===== src/rtl/cam_hex_tx_if.sv =====
// Request and byte-stream bundle for the CAM console hex response transmitter.
// slave: the transmitter. master: the console FSM feeding requests and the
// usb_uart input pipeline consuming bytes.
interface cam_hex_tx_if #(
    parameter int unsigned DATA_BITS = 100
);
    logic                 req_valid;
    logic                 req_ready;
    logic [DATA_BITS-1:0] req_data;
    logic [7:0]           req_nibbles;
    logic [7:0]           uart_in_data;
    logic                 uart_in_valid;
    logic                 uart_in_ready;
    logic                 busy;

    modport slave (
        input  req_valid,
        input  req_data,
        input  req_nibbles,
        input  uart_in_ready,
        output req_ready,
        output uart_in_data,
        output uart_in_valid,
        output busy
    );

    modport master (
        output req_valid,
        output req_data,
        output req_nibbles,
        output uart_in_ready,
        input  req_ready,
        input  uart_in_data,
        input  uart_in_valid,
        input  busy
    );
endinterface


===== src/rtl/cam_hex_tx.sv =====
// Renders one binary word as uppercase ASCII hex (MSB nibble first) followed by
// CR LF, streamed one byte per transfer into the usb_uart input pipeline.
module cam_hex_tx #(
    parameter int unsigned DATA_BITS = 100
) (
    input logic         clk_48mhz,
    input logic         reset,
    cam_hex_tx_if.slave bus
);
    localparam int unsigned MAX_NIBBLES = (DATA_BITS + 3) / 4;
    localparam int unsigned PAD_BITS    = 4 * MAX_NIBBLES;
    localparam int unsigned CNT_W       = $clog2(MAX_NIBBLES + 1);

    typedef enum logic [1:0] {StIdle, StHex, StCr, StLf} state_e;

    state_e              state_q, state_d;
    logic [CNT_W-1:0]    cnt_q, cnt_d;       // hex digits still to send
    logic [PAD_BITS-1:0] shreg_q, shreg_d;   // word captured at accept
    logic [7:0]          data_q, data_d;
    logic                valid_q, valid_d;

    logic [PAD_BITS-1:0] req_pad;
    logic [CNT_W-1:0]    req_n;
    logic                fire;

    function automatic logic [7:0] hex_ascii(input logic [3:0] nib);
        return (nib < 4'd10) ? (8'h30 + {4'h0, nib}) : (8'h37 + {4'h0, nib});
    endfunction

    function automatic logic [3:0] nibble_at(input logic [PAD_BITS-1:0] word,
                                             input logic [CNT_W-1:0]    idx);
        logic [PAD_BITS-1:0] sh;
        sh = word >> {idx, 2'b00};
        return sh[3:0];
    endfunction

    // Zero-extend to whole nibbles so every digit index reads defined bits.
    assign req_pad = PAD_BITS'(bus.req_data);
    assign req_n   = (bus.req_nibbles > 8'(MAX_NIBBLES)) ? CNT_W'(MAX_NIBBLES)
                                                         : CNT_W'(bus.req_nibbles);
    assign fire    = valid_q && bus.uart_in_ready;

    assign bus.req_ready     = (state_q == StIdle);
    assign bus.busy          = (state_q != StIdle);
    assign bus.uart_in_data  = data_q;
    assign bus.uart_in_valid = valid_q;

    // State and registered byte outputs; reset abandons any message in flight.
    always_ff @(posedge clk_48mhz) begin
        if (reset) begin
            state_q <= StIdle;
            cnt_q   <= '0;
            shreg_q <= '0;
            data_q  <= 8'h00;
            valid_q <= 1'b0;
        end else begin
            state_q <= state_d;
            cnt_q   <= cnt_d;
            shreg_q <= shreg_d;
            data_q  <= data_d;
            valid_q <= valid_d;
        end
    end

    // Next state and next byte; a byte only changes on the cycle it transfers.
    always_comb begin
        state_d = state_q;
        cnt_d   = cnt_q;
        shreg_d = shreg_q;
        data_d  = data_q;
        valid_d = valid_q;
        unique case (state_q)
            StIdle: begin
                if (bus.req_valid) begin
                    shreg_d = req_pad;
                    cnt_d   = req_n;
                    valid_d = 1'b1;
                    if (req_n != '0) begin
                        state_d = StHex;
                        data_d  = hex_ascii(nibble_at(req_pad, req_n - CNT_W'(1)));
                    end else begin
                        state_d = StCr;
                        data_d  = 8'h0D;
                    end
                end
            end
            StHex: begin
                if (fire) begin
                    cnt_d = cnt_q - CNT_W'(1);
                    if (cnt_q == CNT_W'(1)) begin
                        state_d = StCr;
                        data_d  = 8'h0D;
                    end else begin
                        data_d = hex_ascii(nibble_at(shreg_q, cnt_q - CNT_W'(2)));
                    end
                end
            end
            StCr: begin
                if (fire) begin
                    state_d = StLf;
                    data_d  = 8'h0A;
                end
            end
            StLf: begin
                if (fire) begin
                    state_d = StIdle;
                    data_d  = 8'h00;
                    valid_d = 1'b0;
                end
            end
            default: begin
                state_d = StIdle;
                valid_d = 1'b0;
            end
        endcase
    end
endmodule

===== src/flat_wrapper.sv =====
// flat-port wrapper written by rule: the top's interface ports become plain ports
module cam_hex_tx_flat 
#(
    parameter int unsigned DATA_BITS = 100
)
  (clk_48mhz, reset, bus_req_valid, bus_req_data, bus_req_nibbles, bus_uart_in_ready, bus_req_ready, bus_uart_in_data, bus_uart_in_valid, bus_busy);
  cam_hex_tx_if #(.DATA_BITS(DATA_BITS)) bus_i ();
  input logic clk_48mhz;
  input logic reset;
  input wire logic [$bits(bus_i.req_valid)-1:0] bus_req_valid;
  input wire logic [$bits(bus_i.req_data)-1:0] bus_req_data;
  input wire logic [$bits(bus_i.req_nibbles)-1:0] bus_req_nibbles;
  input wire logic [$bits(bus_i.uart_in_ready)-1:0] bus_uart_in_ready;
  output wire logic [$bits(bus_i.req_ready)-1:0] bus_req_ready;
  output wire logic [$bits(bus_i.uart_in_data)-1:0] bus_uart_in_data;
  output wire logic [$bits(bus_i.uart_in_valid)-1:0] bus_uart_in_valid;
  output wire logic [$bits(bus_i.busy)-1:0] bus_busy;
  assign bus_i.req_valid = bus_req_valid;
  assign bus_i.req_data = bus_req_data;
  assign bus_i.req_nibbles = bus_req_nibbles;
  assign bus_i.uart_in_ready = bus_uart_in_ready;
  assign bus_req_ready = bus_i.req_ready;
  assign bus_uart_in_data = bus_i.uart_in_data;
  assign bus_uart_in_valid = bus_i.uart_in_valid;
  assign bus_busy = bus_i.busy;
  cam_hex_tx #(.DATA_BITS(DATA_BITS)) u_core (.clk_48mhz(clk_48mhz), .reset(reset), .bus(bus_i));
endmodule

===== config.mk =====
export PLATFORM = sky130hd
export DESIGN_NAME = cam_hex_tx_flat
export DESIGN_NICKNAME = d
export VERILOG_FILES = /design/src/rtl/cam_hex_tx_if.sv /design/src/rtl/cam_hex_tx.sv /design/src/flat_wrapper.sv
export SDC_FILE = /design/constraint.sdc
export NUM_CORES = 1
export LEC_CHECK = 0
export CAP_MARGIN = 20
export CORE_MARGIN = 2
export CORE_UTILIZATION = 57
export DETAILED_ROUTE_END_ITERATION = 16
export GPL_ROUTABILITY_DRIVEN = 1
export PLACE_DENSITY = 0.82
export SYNTH_ARGS = -nofsm -noshare
export SYNTH_HDL_FRONTEND = slang
export SYNTH_SLANG_ARGS = --single-unit

===== constraint.sdc =====
create_clock -name clk_48mhz -period 9.1 [get_ports clk_48mhz]
set_input_delay 1.82 -clock clk_48mhz [delete_from_list [all_inputs] [get_ports clk_48mhz]]
set_output_delay 1.82 -clock clk_48mhz [all_outputs]
set_load 0.05 [all_outputs]

==> run summary <==
impl run done, here's what came out: area growth from synthesis to final layout=28.3%, Setup TNS=0 ps, Layout Nets=997, MUX area fraction=0.180, Core Util, Final=0.746, Syn Area/Cell=8.38 sq um, total track usage=0.336, Seq/Total Area, Yosys=0.350, largest area contributor in the netlist=dfxtp_1, PD cells=297 nW/um^2, most numerous logic cell after layout=nand2_1, initial antenna violation count=0, Fillers=828, root buffer cell=clkbuf_16, hpwl dp=14.7 mm, MI comb area=3950 sq um, layout cells sized above 1=0.123, Vias/cell=6.27, GRT overflow=0, ys async rst share=0, max incr delay on CP=670 ps, post-CTS sizing=0, Hold Crit Class=flip-flop to flip-flop, postcts setup bufs=0, Cell Type Count=73, # setup viols final=0, CTS buffer count=17, Worst Path Arrival=7000 ps, CP endpoint kind=flip-flop, warnings from Yosys=0, cell count listed in synth_stat.txt=785, Tool Warnings=35, Hold Vio Cnt, Final=0, delay-heaviest family, CP=simple AND/OR/NAND/NOR gates, FF/Latch Area=2300 sq um, CTS Hold Bufs=0, crit path launch=bus_req_nibbles[6], top post-synthesis cells by area=dfxtp_1 35%, mux4_2 14%, nand2_1 13%, a21oi_1 9.1%, mux2i_1 2.6%, Period minus WS final=6650 ps, Adder Share, Synth=0.0209, fp util=0.581, routability cong.=0.982, Die Size=12,400 sq um, top-level I/O count=123, CP Cell Sequence=clkdlybuf4s50_1 -> or3_4 -> or3_1 -> clkinv_4 -> ha_1 -> inv_1 -> or3_1 -> a21oi_1 -> o2111ai_1 -> o31ai_2 -> ha_1 -> inv_1 -> or4b_1 -> o211ai_1 -> a32o_1, CP Class=input pin to flip-flop, Post-Synth AOI/OAI Area=0.190, H-tree depth=4, critical path required time=9450 ps, Clock Sinks=115, Final ANT Viol Nets=0, # diodes=0, critical path launch point type=input pin, Slew Viols, Final=0, row cnt=39, yosys stat chip area=6580 sq um, top_reg_cell synth=dfxtp_1, RSZ-0062 raised after global routing=no, Yosys reg bits=115, post-synthesis net count=908, deepest clock path buffer count=2, Synth logic family=simple AND/OR/NAND/NOR gates, vias in the first global route=6,261, Basic Gates by Area=0.200, DRC=0, FMAX=150 MHz, Synth Instances=785, clock slew at reported path FFs=50 ps, pin count of the biggest net entering global routing=102, Area leader share=0.350, status=completed, Tcrit/Tclk final=0.731, CTS tree=done, xor/xnor share=0.00799, EDFF count, synth=0, worst hold start=u_core.shreg_q[34], Die X=111 um, Top cells excl fill/tap=225 x nand2_1, 120 x a21oi_1, 120 x clkdlybuf4s50_1, 115 x dfxtp_1, 42 x mux4_2, PortBufs=121, crit-path max FO=12, Synth Cell Area=6580 sq um, Max-slew headroom=0.285, DR pass1 iterations=5, initial DRC count=724, Slowest cell on crit path=a21oi_1, Worst-Margin Slew=1070 ps, Bufs and invs on worst path=4, MaxCap Viol Count=0, first-pass GRT wire length=32.7 mm, static leakage=3.16 nW
## synthesized netlist by cell type (3+ instances only)
cell	instances
dfxtp_1	115
and2_1	8
nand3_1	14
or3_1	4
a211oi_1	7
a22oi_1	6
xnor2_1	4
nor2b_1	3
mux4_2	42
a21bo_2	3
a21oi_1	120
nor2_1	35
mux2_2	5
o31ai_1	3
a211o_1	3
o21ai_0	10
buf_2	10
a221oi_1	3
mux2i_1	17
a211oi_2	3
clkbuf_1	42
o211ai_1	5
inv_1	16
a31oi_1	5
nor3_1	6
nand2_1	226
ha_1	11
## worst paths after layout
check                                             endpoint  slack (ps)  depth (start not counted)
worst max-delay path            u_core.bus.uart_in_data[2]        2450                         15
worst min-delay path                    u_core.shreg_q[34]         450                          2
worst max register to register  u_core.bus.uart_in_data[2]        4910                         11
worst min register to register          u_core.shreg_q[34]         450                          2
## metal layers
| metal | part of all wire | global-route usage |
|---|---|---|
| met4 | 0.032 | 0.148 |
| met3 | 0.086 | 0.0659 |
| met2 | 0.48 | 0.546 |
| met1 | 0.40 | 0.438 |
| met5 | 0 | 0 |
## flip-flops by register name (all words and copies together), names as in the netlist
register and flops:
u_core.bus.uart_in_valid 1, u_core.state_q 2, u_core.shreg_q 100, u_core.cnt_q 5, u_core.bus.uart_in_data 7
## through the flow
step,cells,cell area [sq um],power [mW],hold WS [ps],setup WS [ps]
3_3_place_gp,998,7760,1.69,439,2290
6_report,1030,8440,2.51,452,2450
3_5_place_dp,998,7760,1.73,445,2120
4_1_cts,1030,8440,2.49,452,2550
2_1_floorplan,785,6580,1.42,433,3450
5_1_grt,1030,8440,2.63,471,2190
## worst reg2reg max path, cell delays in order (launching register included)
cell and delay, ps:
dfxtp_1 300, buf_4 390, inv_1 230, ha_1 810, mux4_2 590, mux2_2 320
a221oi_1 350, a41o_1 230, ha_1 200, nand2_1 70, a211o_1 320, a32o_1 270
## report_power, final
part           switching [mW]  internal, mW  total, mW
sequential             0.0636         0.608      0.672
combinational           0.666         0.408       1.07
clock                   0.230         0.529      0.760
total                   0.960          1.55       2.51
## cell type report
| type | instances | area share |
|---|---|---|
| clock inverter | 8 | 0.0200 |
| multi-input combinational | 594 | 0.468 |
| timing repair buffer | 128 | 0.149 |
| inverter | 18 | 0.00860 |
| clock buffer | 24 | 0.0606 |
| sequential | 115 | 0.273 |
| tap | 143 | 0.0212 |
## cell families after synthesis
| kind of cell | count (synthesis) |
|---|---|
| buf+inv | 76 |
| flops | 115 |
| simple gates | 314 |
| xor+xnor | 6 |
| mux | 65 |
| compound gates | 197 |
| fa+ha+maj | 11 |
| other cells | 1 |
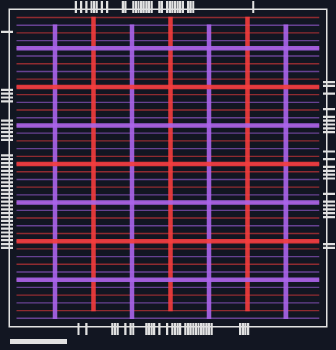
Figure 1: supply network.
Scale bar: 20 um. Pins as bars on the die edge.
- red: VDD
- purple: VSS
- met1 rails: 40
- met5 straps: 7
core area: 11,300 sq um
die height: 111 um
worst vdd ir: 441 uV

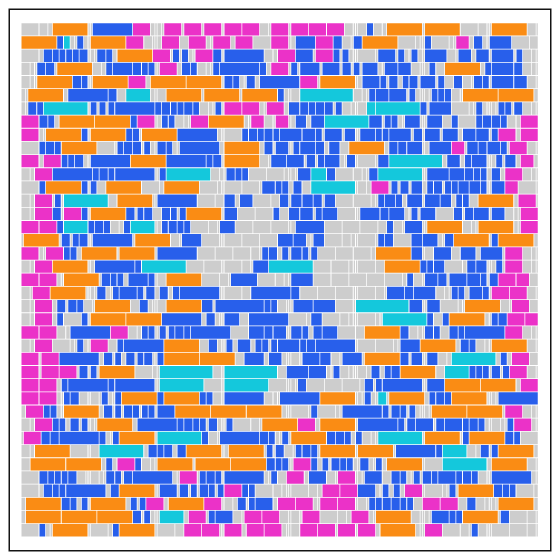
Figure 2: cells colored by class.
Fill, decap, tap and diode cells in gray.
- orange: flip-flops (cells 115; share of their area 28%)
- cyan: clock drivers and dummy loads (cells 32; share of their area 8.2%)
- magenta: other buffers and delay cells (cells 128; share of their area 15%)
- blue: all other logic (cells 612; share of their area 49%)
fin area: 8440 sq um
flop share of the area: 0.273

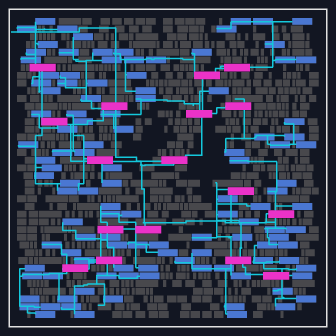
Figure 3: clock wires, drivers and flops.
- cyan: clock wires (length 1,500 um)
- blue: flip-flops (count 115)
- magenta: cells driving clock nets (count 17)
- routed clock nets: 18
P_clk: 760 uW
clock share of power: 0.303
final clock skew: 6.94 ps
clk_lat worst skew: 410 ps

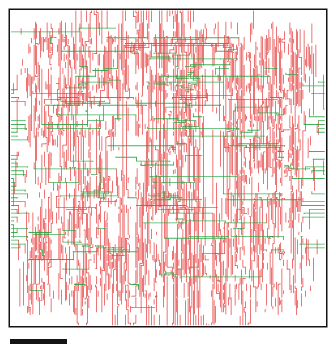
Figure 4: metal layers overlaid.
Scale bar: 20 um. Only two layers are drawn.
- red: met2 (wire length 10,000 um)
- green: met3 (wire length 1,800 um)
Vias: 6,461
total wire length: 20.9 mm
routed length per instance: 20.3 um

Power is estimated from default activity; no workload was simulated.
